==> src/rtl/multicycle_control_unit.sv <==
// Multi-cycle MIPS-subset control FSM driving the ALU32 datapath: IF/ID/EXE/MEM/WB sequencing.
// Outputs are Moore on state (except branch PCSrc, combinational on zero); Reset low forces all outputs to 0.
module multicycle_control_unit #(
    parameter int OPW = 6,
    parameter int STW = 3
) (
    input  logic            CLK,
    input  logic            Reset,
    input  logic [OPW-1:0]  opcode,
    input  logic            zero,
    output logic [STW-1:0]  state,
    output logic            IRWre,
    output logic            PCWre,
    output logic [1:0]      PCSrc,
    output logic [2:0]      ALUop,
    output logic            ALUSrcA,
    output logic            ALUSrcB,
    output logic            ExtSel,
    output logic [1:0]      RegDst,
    output logic            RegWre,
    output logic            DBDataSrc,
    output logic            mRD,
    output logic            mWR,
    output logic            halted
);

    typedef enum logic [STW-1:0] {
        S_IF     = 3'b000,
        S_ID     = 3'b001,
        S_EXE_LS = 3'b010,
        S_MEM    = 3'b011,
        S_WB_LD  = 3'b100,
        S_EXE_BR = 3'b101,
        S_EXE_AL = 3'b110,
        S_WB_AL  = 3'b111
    } state_e;

    localparam logic [OPW-1:0] OP_ADD   = 6'b000000;
    localparam logic [OPW-1:0] OP_SUB   = 6'b000001;
    localparam logic [OPW-1:0] OP_ADDIU = 6'b000010;
    localparam logic [OPW-1:0] OP_AND   = 6'b010000;
    localparam logic [OPW-1:0] OP_ANDI  = 6'b010001;
    localparam logic [OPW-1:0] OP_ORI   = 6'b010010;
    localparam logic [OPW-1:0] OP_NOR   = 6'b010011;
    localparam logic [OPW-1:0] OP_SLL   = 6'b011000;
    localparam logic [OPW-1:0] OP_SLT   = 6'b100110;
    localparam logic [OPW-1:0] OP_SLTIU = 6'b100111;
    localparam logic [OPW-1:0] OP_SW    = 6'b110000;
    localparam logic [OPW-1:0] OP_LW    = 6'b110001;
    localparam logic [OPW-1:0] OP_BEQ   = 6'b110100;
    localparam logic [OPW-1:0] OP_BNE   = 6'b110101;
    localparam logic [OPW-1:0] OP_J     = 6'b111000;
    localparam logic [OPW-1:0] OP_HALT  = 6'b111111;

    state_e state_q, state_d;
    logic   halted_q, halted_d;

    logic       is_alu, is_lw, is_sw, is_beq, is_bne, is_j, is_halt, is_illegal;
    logic [2:0] dec_aluop;
    logic       dec_srca, dec_srcb, dec_ext;
    logic [1:0] dec_regdst;

    // Opcode decode; fields stay valid for the whole instruction because IR is stable from ID on.
    always_comb begin
        is_alu     = 1'b0;
        is_lw      = 1'b0;
        is_sw      = 1'b0;
        is_beq     = 1'b0;
        is_bne     = 1'b0;
        is_j       = 1'b0;
        is_halt    = 1'b0;
        dec_aluop  = 3'b000;
        dec_srca   = 1'b0;
        dec_srcb   = 1'b0;
        dec_ext    = 1'b0;
        dec_regdst = 2'b00;
        case (opcode)
            OP_ADD:   begin is_alu = 1'b1; dec_regdst = 2'b10; end
            OP_SUB:   begin is_alu = 1'b1; dec_aluop = 3'b001; dec_regdst = 2'b10; end
            OP_ADDIU: begin is_alu = 1'b1; dec_srcb = 1'b1; dec_ext = 1'b1; dec_regdst = 2'b01; end
            OP_AND:   begin is_alu = 1'b1; dec_aluop = 3'b100; dec_regdst = 2'b10; end
            OP_ANDI:  begin is_alu = 1'b1; dec_aluop = 3'b100; dec_srcb = 1'b1; dec_regdst = 2'b01; end
            OP_ORI:   begin is_alu = 1'b1; dec_aluop = 3'b011; dec_srcb = 1'b1; dec_regdst = 2'b01; end
            OP_NOR:   begin is_alu = 1'b1; dec_aluop = 3'b111; dec_regdst = 2'b10; end
            OP_SLL:   begin is_alu = 1'b1; dec_aluop = 3'b010; dec_srca = 1'b1; dec_regdst = 2'b10; end
            OP_SLT:   begin is_alu = 1'b1; dec_aluop = 3'b110; dec_regdst = 2'b10; end
            OP_SLTIU: begin is_alu = 1'b1; dec_aluop = 3'b101; dec_srcb = 1'b1; dec_ext = 1'b1; dec_regdst = 2'b01; end
            OP_SW:    begin is_sw = 1'b1; dec_srcb = 1'b1; dec_ext = 1'b1; dec_regdst = 2'b01; end
            OP_LW:    begin is_lw = 1'b1; dec_srcb = 1'b1; dec_ext = 1'b1; dec_regdst = 2'b01; end
            OP_BEQ:   begin is_beq = 1'b1; dec_aluop = 3'b001; dec_ext = 1'b1; end
            OP_BNE:   begin is_bne = 1'b1; dec_aluop = 3'b001; dec_ext = 1'b1; end
            OP_J:     is_j = 1'b1;
            OP_HALT:  is_halt = 1'b1;
            default:  ;
        endcase
        is_illegal = ~(is_alu | is_lw | is_sw | is_beq | is_bne | is_j | is_halt);
    end

    always_ff @(posedge CLK or negedge Reset) begin
        if (!Reset) begin
            state_q  <= S_IF;
            halted_q <= 1'b0;
        end else begin
            state_q  <= state_d;
            halted_q <= halted_d;
        end
    end

    always_comb begin
        state_d  = state_q;
        halted_d = halted_q;
        case (state_q)
            S_IF:     if (!halted_q) state_d = S_ID;
            S_ID: begin
                if (is_alu)                state_d = S_EXE_AL;
                else if (is_beq || is_bne) state_d = S_EXE_BR;
                else if (is_lw || is_sw)   state_d = S_EXE_LS;
                else begin
                    state_d  = S_IF;
                    halted_d = halted_q | is_halt;
                end
            end
            S_EXE_AL: state_d = S_WB_AL;
            S_WB_AL:  state_d = S_IF;
            S_EXE_BR: state_d = S_IF;
            S_EXE_LS: state_d = S_MEM;
            S_MEM:    state_d = is_lw ? S_WB_LD : S_IF;
            S_WB_LD:  state_d = S_IF;
            default:  state_d = S_IF;
        endcase
    end

    // Gating on Reset makes pending writes drop the instant Reset falls, not at the next edge.
    always_comb begin
        IRWre     = 1'b0;
        PCWre     = 1'b0;
        PCSrc     = 2'b00;
        ALUop     = 3'b000;
        ALUSrcA   = 1'b0;
        ALUSrcB   = 1'b0;
        ExtSel    = 1'b0;
        RegDst    = 2'b00;
        RegWre    = 1'b0;
        DBDataSrc = 1'b0;
        mRD       = 1'b0;
        mWR       = 1'b0;
        if (Reset) begin
            if (state_q == S_IF) begin
                IRWre = ~halted_q;
            end else begin
                ALUop   = dec_aluop;
                ALUSrcA = dec_srca;
                ALUSrcB = dec_srcb;
                ExtSel  = dec_ext;
                RegDst  = dec_regdst;
            end
            case (state_q)
                S_ID: begin
                    if (is_j) begin
                        PCWre = 1'b1;
                        PCSrc = 2'b10;
                    end else if (is_illegal) begin
                        PCWre = 1'b1;
                    end
                end
                S_WB_AL: begin
                    RegWre = 1'b1;
                    PCWre  = 1'b1;
                end
                S_EXE_BR: begin
                    PCWre = 1'b1;
                    if ((is_beq && zero) || (is_bne && !zero)) PCSrc = 2'b01;
                end
                S_MEM: begin
                    mRD   = is_lw;
                    mWR   = is_sw;
                    PCWre = is_sw;
                end
                S_WB_LD: begin
                    RegWre    = 1'b1;
                    DBDataSrc = 1'b1;
                    PCWre     = 1'b1;
                end
                default: ;
            endcase
        end
    end

    assign state  = state_q;
    assign halted = halted_q & Reset;

endmodule
==> config.mk <==
export PLATFORM = sky130hd
export DESIGN_NAME = multicycle_control_unit
export DESIGN_NICKNAME = d
export VERILOG_FILES = /design/src/rtl/multicycle_control_unit.sv
export SDC_FILE = /design/constraint.sdc
export NUM_CORES = 1
export LEC_CHECK = 0
export CORE_ASPECT_RATIO = 1.1
export CORE_MARGIN = 5
export CORE_UTILIZATION = 37
export DETAILED_ROUTE_END_ITERATION = 8
export PLACE_DENSITY = 0.74
export SYNTH_ARGS = -nofsm -noshare
export SYNTH_HDL_FRONTEND = slang
export SYNTH_SLANG_ARGS = --single-unit
==> constraint.sdc <==
create_clock -name CLK -period 3.4 [get_ports CLK]
set_input_delay 0.85 -clock CLK [delete_from_list [all_inputs] [get_ports CLK]]
set_output_delay 0.85 -clock CLK [all_outputs]
set_load 0.01 [all_outputs]
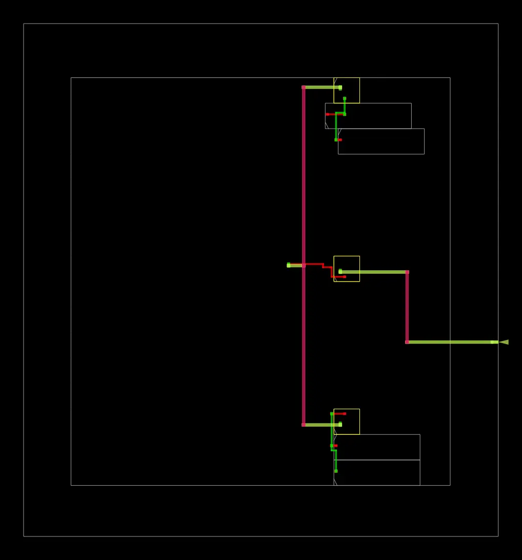
(images/final_clocks.png)
clock network power: 0.0000610 W
TritonCTS sink count: 4
layout clock buffer count: 3

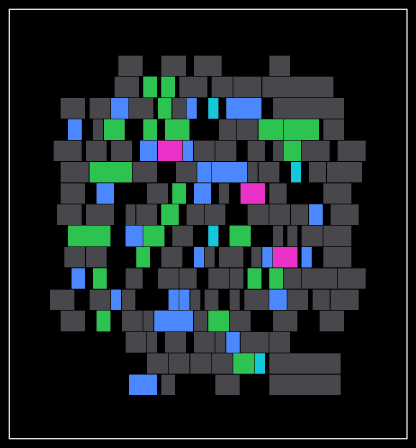
(images/gate_families.png)
blue -> NOR gates  # cells 23
cyan -> inverters  # cells 4
magenta -> AND-OR and OR-AND gates  # cells 3
green -> inverting AOI/OAI gates  # cells 22

==> report_table.html <==
<h2>Implementation results</h2>
<table>
<tr><th>Metric</th><th>Value</th></tr>
<tr><th colspan="2">STA</th></tr>
<tr><td>Worst slew margin relative to its limit</td><td>61.1%</td></tr>
<tr><td>Worst setup slack after layout</td><td>0.126 ns</td></tr>
<tr><td>Final worst clock skew</td><td>0.00121 ns</td></tr>
<tr><td>Transition time of the tightest slew-check pin</td><td>0.581 ns</td></tr>
<tr><td>Worst Hold Margin</td><td>0.520 ns</td></tr>
<tr><th colspan="2">Cells and area</th></tr>
<tr><td>Growth of design area from synthesis to finish</td><td>75.3%</td></tr>
<tr><td>Tally of filler cells in the layout</td><td>166</td></tr>
<tr><td>Relative area of clock buffers and inverters in the final design</td><td>1.91%</td></tr>
<tr><td>Final nets</td><td>164</td></tr>
<tr><td>Data buffer area share</td><td>42.3%</td></tr>
<tr><td>Fraction of area in multi-input gates</td><td>44.1%</td></tr>
<tr><td>Diodes inserted</td><td>0</td></tr>
<tr><td>Final standard cell area without fillers</td><td>1180 um^2</td></tr>
<tr><td>Most frequent standard cell in the layout excluding fill and tap cells</td><td>buf_4</td></tr>
<tr><td>Buffers outside the clock class</td><td>59</td></tr>
<tr><td>Dominant class by area</td><td>combinational gates</td></tr>
<tr><th colspan="2">Global routing</th></tr>
<tr><td>Wire length of the first global-routing pass</td><td>3790 um</td></tr>
<tr><td>Met2 layer usage reported by global route</td><td>34.1%</td></tr>
<tr><td>Global routing met3 resource utilization</td><td>2.18%</td></tr>
<tr><td>GR Overflow Total</td><td>0</td></tr>
<tr><td>Pin count of the biggest net entering global routing</td><td>14</td></tr>
<tr><td>Busiest layer in global routing</td><td>met2</td></tr>
<tr><td>Antenna violations before repair</td><td>0</td></tr>
<tr><td>Tot GR Track Use</td><td>17.6%</td></tr>
<tr><th colspan="2">Detailed routing</th></tr>
<tr><td>Final WL</td><td>2240 um</td></tr>
<tr><td>DRC marker count from the first detailed-route iteration</td><td>14</td></tr>
<tr><td>Met3 Routed Length</td><td>146 um</td></tr>
<tr><td>Post-route met1 wirelength</td><td>872 um</td></tr>
<tr><th colspan="2">Floorplan</th></tr>
<tr><td>Core box area</td><td>1760 um^2</td></tr>
<tr><td>Well-Tap Cells</td><td>18</td></tr>
<tr><td>Chip width</td><td>50.7 um</td></tr>
<tr><th colspan="2">Synth</th></tr>
<tr><td>Registers, synthesis</td><td>4</td></tr>
<tr><td>Compound-cell area share of the yosys netlist</td><td>27.7%</td></tr>
<tr><td>Proportion of register bits with asynchronous set or reset after synthesis</td><td>100%</td></tr>
<tr><td>Share of the synthesized netlist area taken by xor and xnor gates</td><td>2.60%</td></tr>
<tr><td>Unique cell type count in the Yosys netlist</td><td>39</td></tr>
<tr><td>Gate count after technology mapping</td><td>98</td></tr>
<tr><td>Total of warnings raised by yosys</td><td>0</td></tr>
<tr><td>Chip area in the Yosys report</td><td>673 um^2</td></tr>
<tr><td>Leading cell types by count after synthesis</td><td>nand2_1, nor2_1, a21oi_1, nor3_1, nand3_1</td></tr>
<tr><td>Ys cells</td><td>98</td></tr>
<tr><td>Main area contributors after synthesis</td><td>dfrtp_1, nand2_1, a21oi_1, nor3_1, nor2_1</td></tr>
<tr><th colspan="2">Setup path</th></tr>
<tr><td>Critical path buffers and inverters</td><td>4</td></tr>
<tr><td>Worst setup path start</td><td>opcode[1]</td></tr>
<tr><td>Setup crit end kind</td><td>output pin</td></tr>
<tr><td>Highest-delay cell along the critical path</td><td>clkdlybuf4s50_1</td></tr>
<tr><td>Type of origin of the critical path</td><td>primary input</td></tr>
<tr><td>Reg-to-reg slack, setup</td><td>2.02 ns</td></tr>
<tr><td>CP required</td><td>2.55 ns</td></tr>
<tr><td>Largest incremental delay on the critical path</td><td>0.54 ns</td></tr>
<tr><th colspan="2">Status</th></tr>
<tr><td>Status</td><td>finished, final reports clean</td></tr>
<tr><th colspan="2">Clocking</th></tr>
<tr><td>Maximum level of the CTS H-tree</td><td>1</td></tr>
<tr><td>Total clock buffers created by CTS</td><td>3</td></tr>
<tr><td>Buffers inserted during post-CTS setup optimization</td><td>1</td></tr>
<tr><td>Clock root buffer master</td><td>clkbuf_4</td></tr>
<tr><td>Clock slew at reported path FFs</td><td>0.03 ns</td></tr>
<tr><th colspan="2">Hold path</th></tr>
<tr><td>Worst Hold Launch</td><td>halted_q</td></tr>
<tr><td>Worst hold stages</td><td>2</td></tr>
<tr><th colspan="2">Placed design</th></tr>
<tr><td>Post-placement worst setup slack</td><td>-0.329 ns</td></tr>
<tr><td>Number of I/O port buffers</td><td>28</td></tr>
<tr><td>RePlAce Congestion</td><td>0.883</td></tr>
<tr><td>Post-place instance area</td><td>1150 um^2</td></tr>
<tr><td>Number of cells in the design after placement</td><td>167</td></tr>
<tr><th colspan="2">Power</th></tr>
<tr><td>Part of the total power dissipated in combinational logic</td><td>40.3%</td></tr>
<tr><td>Net switching power</td><td>0.0000560 W</td></tr>
<tr><td>Overall power of the completed layout</td><td>0.000183 W</td></tr>
<tr><td>Power of the sequential group</td><td>0.0000479 W</td></tr>
<tr><td>Portion of total power attributed to sequential cells</td><td>26.2%</td></tr>
<tr><td>Switch share</td><td>30.7%</td></tr>
<tr><td>Fraction of power consumed by the clock network</td><td>33.4%</td></tr>
<tr><th colspan="2">Flow run</th></tr>
<tr><td>Number of warnings in the stage logs</td><td>27</td></tr>
</table>
No activity file was given, so power comes from the tool's default toggle rates.
